`src/rtl/run_sequencer_if.sv`:
```
// Host/downstream handshake bundle for run_sequencer: start command, done
// return, run pulse and sequence status.
interface run_sequencer_if #(
   parameter int CNT_W = 8
);
   logic             start;
   logic [CNT_W-1:0] num_runs;
   logic             done_in;
   logic             out_run;
   logic             busy;
   logic             seq_done;
   logic [CNT_W-1:0] run_cnt;
   logic             timeout_err;

   modport master (
      output start, num_runs, done_in,
      input  out_run, busy, seq_done, run_cnt, timeout_err
   );

   modport slave (
      input  start, num_runs, done_in,
      output out_run, busy, seq_done, run_cnt, timeout_err
   );
endinterface

```
`src/rtl/run_sequencer.sv`:
```
// Issues a programmed number of run pulses to fsm_basic, waiting for each done
// plus a fixed idle gap, with a watchdog on every wait.
module run_sequencer #(
   parameter int CNT_W   = 8,
   parameter int TIMEOUT = 64,
   parameter int GAP     = 2
) (
   input  logic              clk,
   input  logic              rst,
   run_sequencer_if.slave    bus
);
   localparam int TMR_W = $clog2(TIMEOUT) + 1;
   localparam int GAP_W = (GAP > 1) ? $clog2(GAP) : 1;

   typedef enum logic [2:0] {
      S_IDLE,
      S_ISSUE,
      S_WAIT,
      S_GAP,
      S_FINISH,
      S_ERROR
   } state_t;

   state_t           state, state_nxt;
   logic [CNT_W-1:0] target;
   logic [CNT_W-1:0] run_cnt;
   logic [CNT_W-1:0] cnt_inc;
   logic [TMR_W-1:0] timer;
   logic [GAP_W-1:0] gap_cnt;
   logic             out_run;
   logic             busy;
   logic             seq_done;
   logic             timeout_err;

   assign cnt_inc = run_cnt + CNT_W'(1);

   // NOTE: next state gets its default before the case so no path leaves it unassigned (no latch).
   always_comb begin
      state_nxt = state;
      case (state)
         S_IDLE:
            if (bus.start) state_nxt = (bus.num_runs != '0) ? S_ISSUE : S_FINISH;
         S_ISSUE:
            state_nxt = S_WAIT;
         S_WAIT:
            // done wins over timeout in the last window cycle
            if (bus.done_in)                         state_nxt = (cnt_inc == target) ? S_FINISH : S_GAP;
            else if (timer == TMR_W'(TIMEOUT - 1))   state_nxt = S_ERROR;
         S_GAP:
            if (gap_cnt == GAP_W'(GAP - 1)) state_nxt = S_ISSUE;
         S_FINISH,
         S_ERROR:
            state_nxt = S_IDLE;
         default:
            state_nxt = S_IDLE;
      endcase
   end

   // NOTE: state and counters use non-blocking assignments so every register samples pre-edge values.
   always_ff @(posedge clk) begin
      if (rst) begin
         state       <= S_IDLE;
         target      <= '0;
         run_cnt     <= '0;
         timer       <= '0;
         gap_cnt     <= '0;
         out_run     <= 1'b0;
         busy        <= 1'b0;
         seq_done    <= 1'b0;
         timeout_err <= 1'b0;
      end else begin
         state    <= state_nxt;
         // outputs are registered copies of the state being entered
         out_run  <= (state_nxt == S_ISSUE);
         busy     <= (state_nxt != S_IDLE);
         seq_done <= (state_nxt == S_FINISH) || (state_nxt == S_ERROR);

         case (state)
            S_IDLE:
               if (bus.start) begin
                  target      <= bus.num_runs;
                  run_cnt     <= '0;
                  timeout_err <= 1'b0;
               end
            S_ISSUE:
               timer <= '0;
            S_WAIT: begin
               timer   <= timer + TMR_W'(1);
               gap_cnt <= '0;
               if (bus.done_in) run_cnt <= cnt_inc;
            end
            S_GAP:
               gap_cnt <= gap_cnt + GAP_W'(1);
            default: ;
         endcase

         if (state_nxt == S_ERROR) timeout_err <= 1'b1;
      end
   end

   assign bus.out_run     = out_run;
   assign bus.busy        = busy;
   assign bus.seq_done    = seq_done;
   assign bus.run_cnt     = run_cnt;
   assign bus.timeout_err = timeout_err;
endmodule

```
`src/flat_wrapper.sv`:
```
// flat-port wrapper written by rule: the top's interface ports become plain ports
module run_sequencer_flat 
#(
   parameter int CNT_W   = 8,
   parameter int TIMEOUT = 64,
   parameter int GAP     = 2
)
  (clk, rst, bus_start, bus_num_runs, bus_done_in, bus_out_run, bus_busy, bus_seq_done, bus_run_cnt, bus_timeout_err);
  run_sequencer_if #(.CNT_W(CNT_W)) bus_i ();
  input  logic clk;
  input  logic rst;
  input wire logic [$bits(bus_i.start)-1:0] bus_start;
  input wire logic [$bits(bus_i.num_runs)-1:0] bus_num_runs;
  input wire logic [$bits(bus_i.done_in)-1:0] bus_done_in;
  output wire logic [$bits(bus_i.out_run)-1:0] bus_out_run;
  output wire logic [$bits(bus_i.busy)-1:0] bus_busy;
  output wire logic [$bits(bus_i.seq_done)-1:0] bus_seq_done;
  output wire logic [$bits(bus_i.run_cnt)-1:0] bus_run_cnt;
  output wire logic [$bits(bus_i.timeout_err)-1:0] bus_timeout_err;
  assign bus_i.start = bus_start;
  assign bus_i.num_runs = bus_num_runs;
  assign bus_i.done_in = bus_done_in;
  assign bus_out_run = bus_i.out_run;
  assign bus_busy = bus_i.busy;
  assign bus_seq_done = bus_i.seq_done;
  assign bus_run_cnt = bus_i.run_cnt;
  assign bus_timeout_err = bus_i.timeout_err;
  run_sequencer #(.CNT_W(CNT_W), .TIMEOUT(TIMEOUT), .GAP(GAP)) u_core (.clk(clk), .rst(rst), .bus(bus_i));
endmodule
```
`config.mk`:
```
export PLATFORM = sky130hd
export DESIGN_NAME = run_sequencer_flat
export DESIGN_NICKNAME = d
export VERILOG_FILES = /design/src/rtl/run_sequencer_if.sv /design/src/rtl/run_sequencer.sv /design/src/flat_wrapper.sv
export SDC_FILE = /design/constraint.sdc
export NUM_CORES = 1
export LEC_CHECK = 0
export ABC_AREA = 1
export ABC_CLOCK_PERIOD_IN_PS = 3000
export CAP_MARGIN = 20
export CORE_UTILIZATION = 60
export CTS_BUF_LIST = sky130_fd_sc_hd__clkbuf_8
export CTS_CLUSTER_DIAMETER = 120
export DETAILED_ROUTE_END_ITERATION = 8
export PLACE_DENSITY_LB_ADDON = 0.12
export SYNTH_ARGS = -nofsm -noshare
export SYNTH_HDL_FRONTEND = slang
export SYNTH_SLANG_ARGS = --single-unit
```
`constraint.sdc`:
```
create_clock -name clk -period 3 [get_ports clk]
set_input_delay 0.3 -clock clk [delete_from_list [all_inputs] [get_ports clk]]
set_output_delay 0.3 -clock clk [all_outputs]
set_load 0.01 [all_outputs]
```
**Run 1: PDN straps and rails**

The bar under the picture is 20 um long. Pins as bars on the die edge. Tap cells in gray.
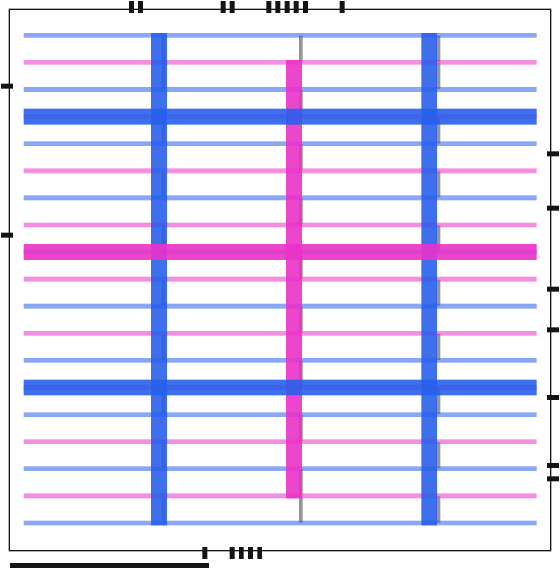
Key: magenta = VDD; blue = VSS
19 met1 rails follow the rows. 3 straps on met4. The core has 18 rows. 30 tap cells.

**Run 1: I/O nets highlighted**

The bar under the picture is 20 um long.
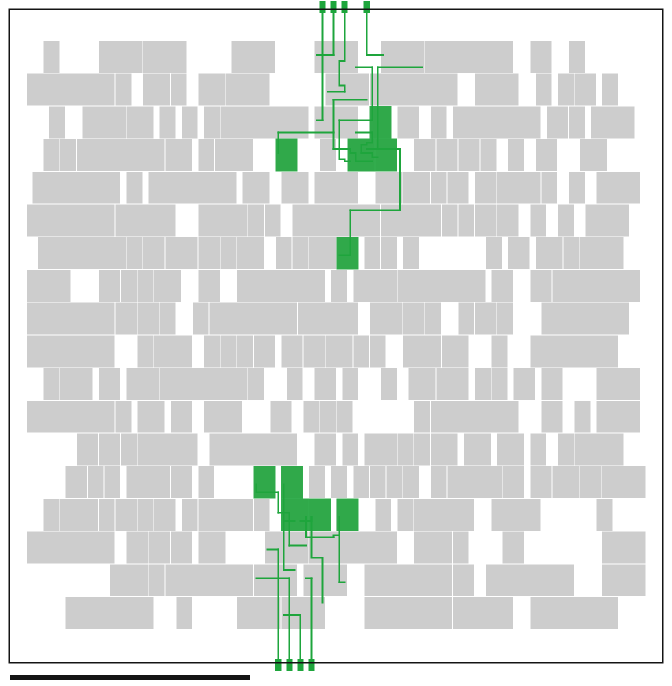
Key: green = bus_num_runs [bits 8, direction input, edge 4 bottom, 4 top, end cells 10, buffers 8, wire 161 um]
# port buffers: 23
Ports: 24

**Run 1: placed cells, one color a class**

Fill, decap, tap and diode cells in gray.
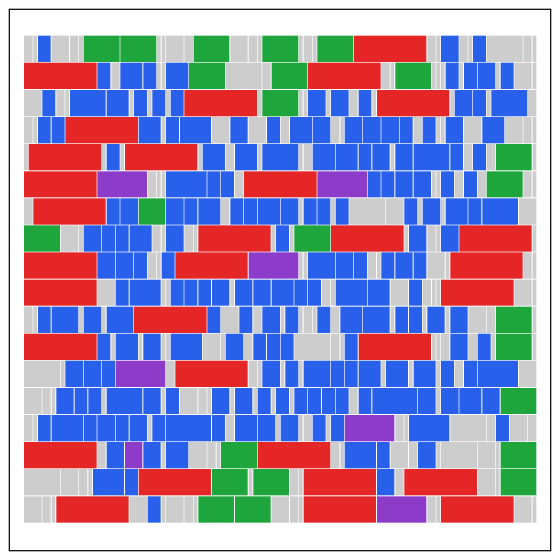
Key: red = sequential cells [cells 31, share of their area 32%]; blue = combinational and other logic [cells 195, share of their area 51%]; purple = clock drivers and dummy loads [cells 7, share of their area 4.5%]; green = remaining buffers and delay cells [cells 24, share of their area 12%]
total core area: 2520 um^2
sequential share of cell area: 0.314
Design Area, Final: 1980 um^2
row count: 18

**Run 1: signal metal coverage by tile**

11 x 11 tiles, from dark blue (low) to red (high), scaled to the fullest tile. Values are wire area over tile area, all layers added.
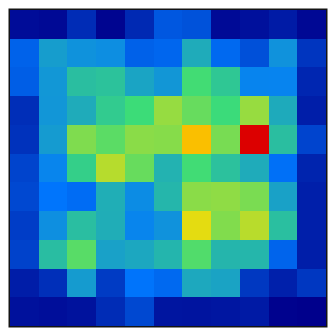
4.1% of the tiles are nearly empty. The mean over all tiles is 0.21. The densest ninth of the die: middle. 19% of the tiles are over half the peak. The fullest tile reaches 0.69.
wire per inst: 12.9 um
final WL: 3.71 mm
Vias: 1,587
overall routing resource usage: 0.284

==> notes.md, run 1 <==
fresh numbers from the pnr run: status completed, Repair and plain buffers 24, drt pass-1 iters 4, P&R area growth vs syn 20.7%, CTS H-tree lvls 2, Clock buffer cells 6, Sw Ratio 0.295, Worst path top cell family by delay simple AND/OR/NAND/NOR gates, count of tool warnings 26, Post-synth top cells nand2_1, dfxtp_1, inv_1, CP peak stage delay 0.47 ns, minimum clock period 1.98 ns, CTS Hold Bufs 0, crit path launch type flip-flop, Seq share, synth 0.379, chip area 2940 um^2, adder share 0.0153, Int Power 701 uW, Placed Area 1890 um^2, P_seq 470 uW, hold path depth 1, drt drc 0, setup TNS 0 ns, synth warn 0, Flop pwr share 0.473, Vias/cell 5.53
**Run 1: placement view**

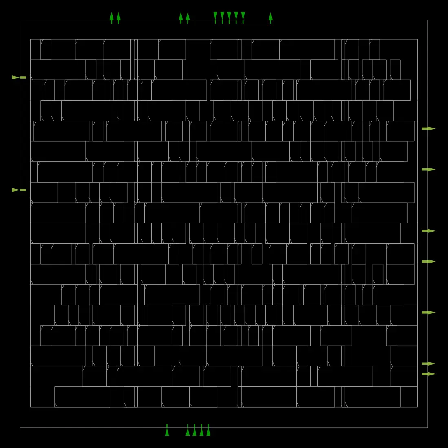

==> run 1 -> run 2 <==
--- a/config.mk
+++ b/config.mk
@@ -6,9 +6,9 @@
 export NUM_CORES = 1
 export LEC_CHECK = 0
 export ABC_AREA = 1
-export ABC_CLOCK_PERIOD_IN_PS = 3000
+export ABC_CLOCK_PERIOD_IN_PS = 1700
 export CAP_MARGIN = 20
-export CORE_UTILIZATION = 60
+export CORE_UTILIZATION = 50
 export CTS_BUF_LIST = sky130_fd_sc_hd__clkbuf_8
 export CTS_CLUSTER_DIAMETER = 120
 export DETAILED_ROUTE_END_ITERATION = 8
==> constraint.sdc (replaced) <==
create_clock -name clk -period 1.7 [get_ports clk]
set_input_delay 0.17 -clock clk [delete_from_list [all_inputs] [get_ports clk]]
set_output_delay 0.17 -clock clk [all_outputs]
set_load 0.01 [all_outputs]
**Run 2: placement view**

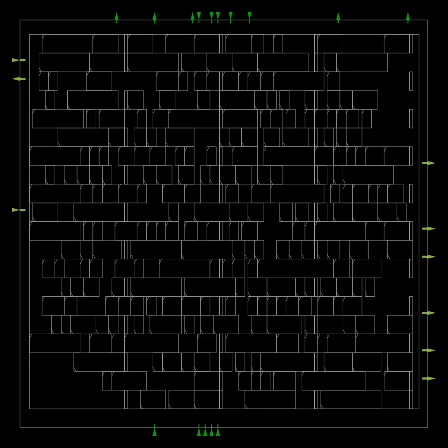
Flops: 31
Well Taps: 44
sequential share of cell area: 0.288
Fill cells: 250
Finished Layout Cells: 316

**Run 2: PDN straps and rails**

The bar under the picture is 20 um long. Pins as bars on the die edge. Tap cells in gray.
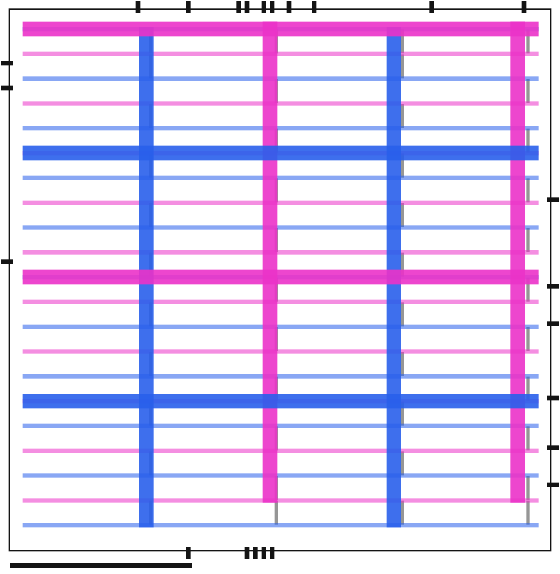
Key: blue = VSS; magenta = VDD
4 straps on met4. 24 signal pins sit on the boundary.
total core area: 3080 um^2
Max VDD drop: 0.000609 V
Die Y-Extent: 59.2 um

==> notes.md, run 2 <==
fresh numbers from the pnr run: status completed, Seq share, synth 0.379 (unchanged), minimum clock period 1.66 ns (-0.322 ns), setup TNS 0 ns (unchanged), overall routing resource usage 0.233 (-0.0507), wire per inst 11.3 um (-13%), row count 20 (+2), Int Power 1430 uW (+100%), Design Area, Final 2180 um^2 (+10%), Flop pwr share 0.417 (-0.056), Repair and plain buffers 38 (+58%), Sw Ratio 0.275 (-0.0194), synth warn 0 (unchanged), Placed Area 2010 um^2 (+6.4%), # port buffers 23 (unchanged), Post-synth top cells nand2_1, dfxtp_1, inv_1, CTS Hold Bufs 0 (unchanged), count of tool warnings 27 (+3.8%), hold path depth 1 (unchanged), CP peak stage delay 0.36 ns (-0.11 ns), P_seq 821 uW (+75%), adder share 0.0153 (unchanged), final WL 3.57 mm (-3.8%), P&R area growth vs syn 33.3%, drt drc 0 (unchanged), Ports 24 (unchanged)
**Run 2: signal metal coverage by tile**

12 x 12 tiles, from dark blue (low) to red (high), scaled to the fullest tile. Values are wire area over tile area, all layers added.
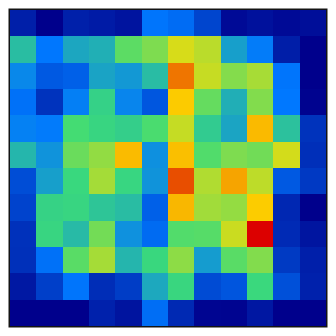
8.3% of the tiles are nearly empty. The fullest tile reaches 0.47. The densest ninth of the die: middle. 29% of the tiles are over half the peak.

==> run 2 -> run 3 <==
--- a/config.mk
+++ b/config.mk
@@ -6,7 +6,6 @@
 export NUM_CORES = 1
 export LEC_CHECK = 0
 export ABC_AREA = 1
-export ABC_CLOCK_PERIOD_IN_PS = 1700
 export CAP_MARGIN = 20
 export CORE_UTILIZATION = 50
 export CTS_BUF_LIST = sky130_fd_sc_hd__clkbuf_8
**Run 3: placed cells, one color a class**

Fill, decap, tap and diode cells in gray.
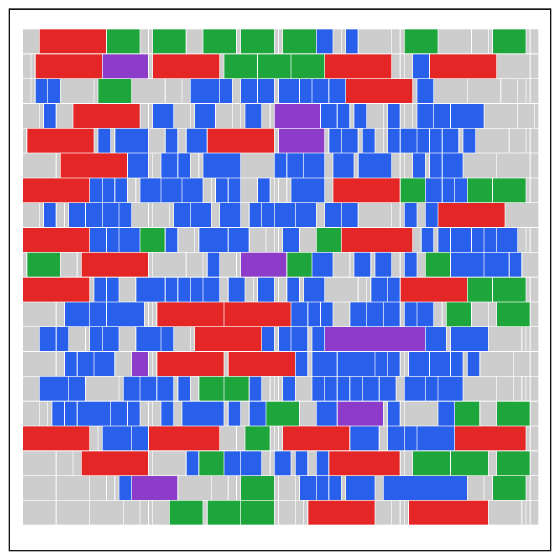
Key: purple = clock drivers and dummy loads [cells 8, share of their area 5.5%]; green = remaining buffers and delay cells [cells 38, share of their area 16%]; blue = combinational and other logic [cells 195, share of their area 48%]; red = sequential cells [cells 31, share of their area 30%]
row count: 20
final core utilization: 0.709

**Run 3: PDN straps and rails**

The bar under the picture is 20 um long. Pins as bars on the die edge. Tap cells in gray.
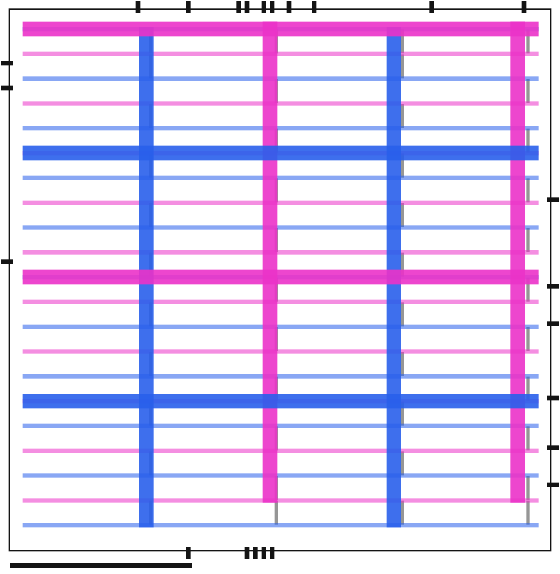
Key: blue = VSS; magenta = VDD
4 straps on met4. 21 met1 rails follow the rows. 24 signal pins sit on the boundary.

==> notes.md, run 3 <==
fresh numbers from the pnr run: status completed, Ports 24 (unchanged), Int Power 1430 uW (unchanged), P_seq 821 uW (about the same), Die Y-Extent 59.2 um (unchanged), Seq share, synth 0.379 (unchanged), Finished Layout Cells 316 (unchanged), sequential share of cell area 0.288 (unchanged), drt drc 0 (unchanged), dominant logic cell types in the final layout nand2_1, inv_1, dfxtp_1, synth warn 0 (unchanged), P&R area growth vs syn 33.3% (unchanged), Well Taps 44 (unchanged), Post-synth top cells nand2_1, dfxtp_1, inv_1, minimum clock period 1.66 ns (unchanged), fraction of registers with async set/reset 0, # port buffers 23 (unchanged), Worst Path Class, Setup flip-flop to flip-flop, WP data arrival 1.84 ns, adder share 0.0153 (unchanged), CTS H-tree lvls 2, total core area 3080 um^2 (unchanged), final WL 3.57 mm (unchanged), CTS Hold Bufs 0 (unchanged), overall routing resource usage 0.233 (unchanged), wire per inst 11.3 um (unchanged), Worst Setup End Kind flip-flop, initial antenna violation count 0, vias in the first global route 1,414, r2r setup slk 0.04 ns, CP peak stage delay 0.36 ns (about the same), Rel. slew slack 0.676, hold path depth 1 (unchanged), Sw Ratio 0.275 (unchanged), Fill cells 250 (unchanged), Placed Area 2010 um^2 (unchanged), Design Area, Final 2180 um^2 (unchanged), Slew @ Worst Pin 0.485 ns
**Run 3: signal metal coverage by tile**

12 x 12 tiles, from dark blue (low) to red (high), scaled to the fullest tile. Values are wire area over tile area, all layers added.
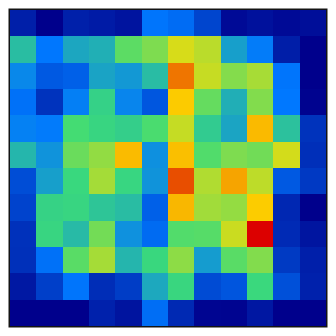
8.3% of the tiles are nearly empty. The fullest tile reaches 0.47. The mean over all tiles is 0.16. 29% of the tiles are over half the peak. The densest ninth of the die: middle.

Power figures rest on the tool's default switching activity, not on a simulated workload.
